==> config.mk <==
export PLATFORM = sky130hd
export DESIGN_NAME = modadd_nx_pipe
export DESIGN_NICKNAME = d
export VERILOG_FILES = /design/src/rtl/modadd_nx_pipe.sv
export SDC_FILE = /design/constraint.sdc
export NUM_CORES = 1
export LEC_CHECK = 0
export ABC_CLOCK_PERIOD_IN_PS = 6250
export CAP_MARGIN = 20
export CORE_MARGIN = 4
export CORE_UTILIZATION = 59
export DETAILED_ROUTE_END_ITERATION = 6
export PLACE_DENSITY = 0.86
export SYNTH_ARGS = -nofsm -noshare
export SYNTH_HDL_FRONTEND = slang
export SYNTH_SLANG_ARGS = --single-unit
export TNS_END_PERCENT = 30
==> constraint.sdc <==
create_clock -name clk -period 6.25 [get_ports clk]
set_clock_uncertainty 0.1 [all_clocks]
set_input_delay 1.25 -clock clk [delete_from_list [all_inputs] [get_ports clk]]
set_output_delay 1.25 -clock clk [all_outputs]
set_load 0.01 [all_outputs]
run_1/final_congestion.png
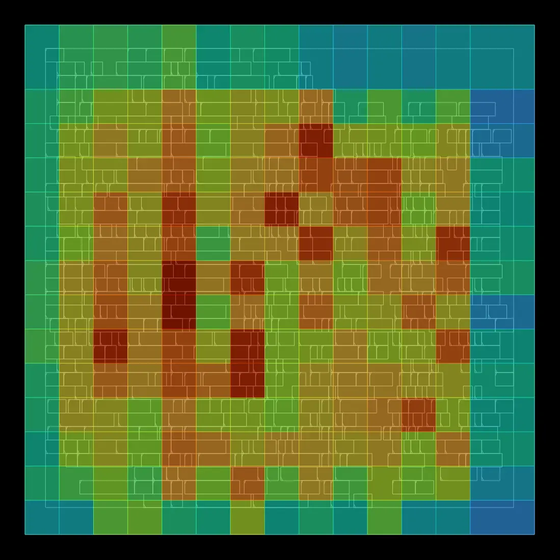
GR Util All Layers: 0.2224
WL/cell: 16.04 um
met3 usage: 0.03586
layer with the highest usage: met2

run_1/registers.png
Scale bar: 20 um.
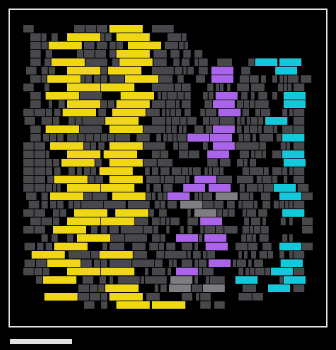
[yellow] s1_y_r | placed flops: 54
[cyan] result | placed flops: 18
[purple] s2_sum_r | placed flops: 20
register area: 0.002502 mm2
sequential portion of the cell area: 0.3932
Seq. pwr: 0.798 mW
fin util: 0.7298

run_1/cell_classes.png
Scale bar: 20 um.
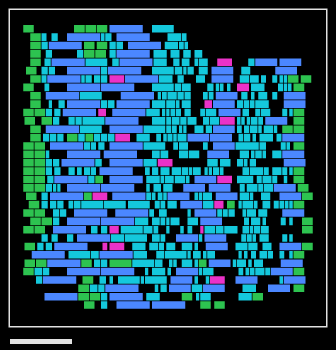
[green] other buffers and delay cells | cells: 83 | share of their area: 13%
[blue] flip-flops | cells: 98 | share of their area: 40%
[cyan] all other logic | cells: 381 | share of their area: 44%
[magenta] clock drivers and dummy loads | cells: 16 | share of their area: 2.8%
row cnt: 34
core area: 0.008721 mm2
Design Area, Final: 0.006365 mm2

run_1/clock_map.png
Scale bar: 20 um.
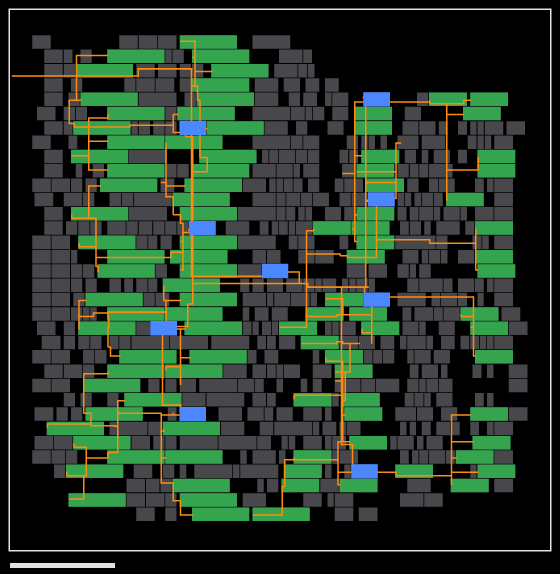
[blue] cells driving clock nets | count: 9
[green] flip-flops | count: 98
[orange] clock wires | length: 1060 um
routed clock nets: 10
clk_lat worst skew: 0.36 ns
clock power share: 0.234
clk pwr: 0.373 mW

==> changes_impl.md, run 1 <==
### Implementation results

- Setup TNS: 0 ns
- Commonest non-fill, non-tap cells in the layout: clkdlybuf4s50_1 (77), and2_1 (57), edfxtp_1 (54), dfxtp_1 (44), nand2_1 (37)
- Initial antenna violation count: 0
- Crit-path cells: clkdlybuf4s50_1 > nor2b_1 > nand3b_1 > or3_1 > nand3_1
- Min Tclk post-route: 3.496 ns
- IO Pins: 78
- FF-to-FF path depth: 11
- WP depth: 5
- Clock Root Buffer: clkbuf_8
- Yosys xor share: 0.04970
- Resize count post-CTS: 0
- DRC: 0
- Initial core utilization: 0.6062
- Global-route wire length before repair: 18140 um
- Number of sequential cells: 98
- Clock network area share: 0.02772
- Final worst path period share: 0.5593
- PortBufs: 77
- Vias in the first global route: 3960
- Cell Type Count: 53
- Crit-path leading delay family: simple AND/OR/NAND/NOR gates
- Hold/Removal Path Class: reg -> reg
- Arr. time, crit path: 3.70 ns
- Flip-flops with a built-in enable: 54
- Aoi share: 0.1252
- Layout fillers: between 600 and 700
- Clock Path Buffers: 2
- Sw Share: 0.3148
- Critical path required time: 6.46 ns
- # setup viols final: 0
- Fmax achieved: 286.1 MHz
- Clock buffers: 9
- Final worst slack: 2.754 ns
- Comb. cell area: between 0.002 and 0.003 mm2
- Final HPWL DP: 8726 um
- Seq share, synth: 0.4734
- Wire length on met2: 5598 um
- Cell count after synthesis: 495
- Worst vdd rail ir drop: 125.7 uV
- Non-Filler Instances: 686
- Final hold viol count: 0
- Final Max Tran Viols: 0
- Ys cells: 495
- Initial DRC Count: around 250
- Multi-In Gates: 364
- Final total power: 1.594 mW
- DRT Wirelength: roughly 11000 um
- Register share of total power: 0.501
- Status: finished clean
- Share of the synthesized area in the top cell type: 0.3067
==> run 1 -> run 2 <==
Settings changed: ABC_CLOCK_PERIOD_IN_PS 6250 to 3140, CORE_UTILIZATION 59 to 49, PLACE_DENSITY 0.86 to 0.76.
Clock period 6.25 ns to 3.14 ns, I/O delays scaled along.
run_2/clock_map.png
Scale bar: 20 um.
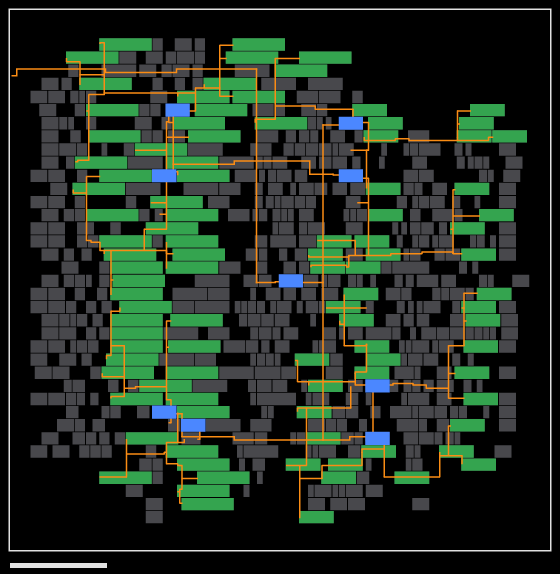
[orange] clock wires | length: 1040 um
[green] flip-flops | count: 98
[blue] cells driving clock nets | count: 9
routed clock nets: 10
clock power share: 0.230
clk_lat worst skew: 0.37 ns

run_2/gate_families.png
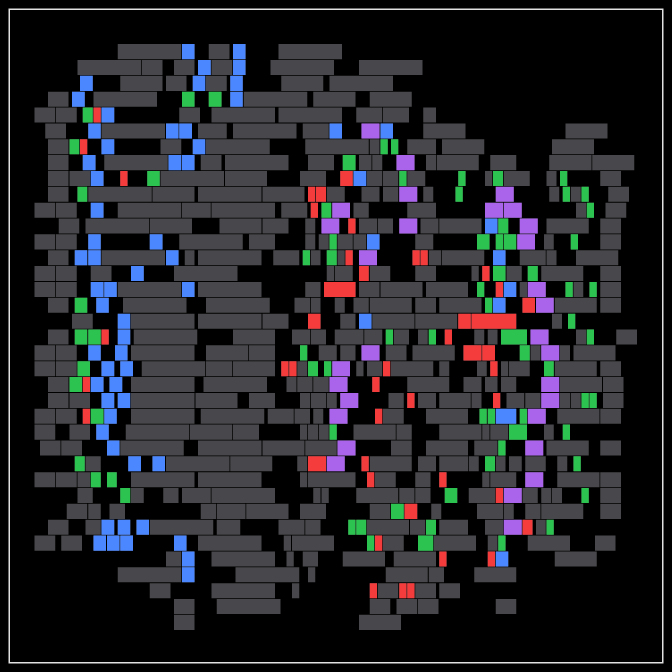
[blue] AND and OR gates | cells: 65 | most used: and2_1
[red] NOR gates | cells: 46 | most used: nor2_1
[green] NAND gates | cells: 73 | most used: nand2_1
[purple] XOR/XNOR gates | cells: 30 | most used: xnor2_1
Non-Filler Instances: 723
Top cell excl fill/tap: clkdlybuf4s50_1
Comb area share: 0.4137

==> run 2 against run 1 <==
  * Non-clock buffer count grew 9
  * Sequential share of layout area shrank 0.69 points
  * Clock-buffer cell count is the same
  * Highest routed layer unchanged
  * Final area grew 1.8%
  * Register-to-register slack lost 2.8 ns
  * Sequential power grew 99%
  * Total power grew 99%
  * Die size grew 19%
==> changes_impl.md, run 2 <==
### Implementation results

- Asr flop ratio synth: 0 (unchanged)
- Share of the synthesized area in the top cell type: 0.3067 (unchanged)
- Vias in the first global route: 3950 (was 3960)
- Clock buffers: 9 (unchanged)
- Sequential portion of the cell area: 0.3862 (was 0.3932)
- DIE HEIGHT: 111.9 um (was 102.7 um)
- Mapped Area: 0.005286 mm2 (unchanged)
- Fmax achieved: 330.3 MHz
- Max-cap viol count: 0 (unchanged)
- WL/cell: 14.81 um (was 16.04 um)
- GR Util All Layers: 0.1796 (was 0.2224)
- IO Pins: 78 (unchanged)
- Flip-flops with a built-in enable: 54 (unchanged)
- Yosys xor share: 0.04970 (unchanged)
- Post-synthesis mux area share: 0.02272 (unchanged)
- Layout fillers: 836 (was 614)
- Clock network area share: 0.02762 (was 0.02772)
- Initial antenna violation count: 0 (unchanged)
- Seq. pwr: 1.59 mW (was 0.798 mW)
- FF-to-FF path depth: 11 (unchanged)
- Register share of total power: 0.501 (about the same)
- Ys cells: 495 (unchanged)
- Crit-path leading delay family: adder cells (was simple AND/OR/NAND/NOR gates)
- Final Max Tran Viols: 0 (unchanged)
- DRC: 0 (unchanged)
- Multi-In Gates: 364 (unchanged)
- Pin count of the biggest net entering global routing: 32 (was 57)
- Initial DRC Count: 155 (was 247)
- Commonest non-fill, non-tap cells in the layout: clkdlybuf4s50_1 (77), and2_1 (57), edfxtp_1 (54), dfxtp_1 (44), nand2_1 (37) (unchanged)
- Arr. time, crit path: 3.24 ns (was 3.70 ns)
- Setup TNS: 0 ns (unchanged)
- Clk slew on worst S/H paths: 0.09 ns (about the same)
- Register area: 0.002502 mm2 (unchanged)
- Hold/Removal Path Class: reg -> reg (unchanged)
- Layer with the highest usage: met2 (unchanged)
- Min Tclk post-route: 3.027 ns
- WP depth: 11 (was 5)
- PortBufs: 77 (unchanged)
- Aoi share: 0.1252 (unchanged)
- Final worst path period share: 0.9642
- Row cnt: 37 (was 34)
- Status: finished clean (unchanged)
- Final total power: 3.169 mW (was 1.594 mW)
- Core area: 0.01042 mm2 (was 0.008721 mm2)
- Final hold viol count: 0 (unchanged)
- Clock Path Buffers: 2 (unchanged)
- Design Area, Final: 0.006479 mm2 (was 0.006365 mm2)
- Sw Share: 0.3102 (was 0.3148)
- Clk pwr: 0.730 mW (was 0.373 mW)
- Seq share, synth: 0.4734 (unchanged)
- Crit-path cells: fa_1 > ha_1 > inv_1 > fa_2 > nor2b_2 > o2111ai_2 > a21oi_2 > nor4b_2 > or2_2 > o221ai_1 > a32o_1 (was clkdlybuf4s50_1 > nor2b_1 > nand3b_1 > or3_1 > nand3_1)
- Global-route wire length before repair: 18310 um (was 18140 um)
- Clock Root Buffer: clkbuf_8 (unchanged)
- Fin util: 0.6220 (was 0.7298)
- Final HPWL DP: 8684 um (was 8726 um)
- Critical path required time: 3.35 ns (was 6.46 ns)
- Cell count after synthesis: 495 (unchanged)
- Resize count post-CTS: 1 (was 0)
- Setup bufs post-CTS: 0 (unchanged)
No activity file was given, so power comes from the tool's default toggle rates.
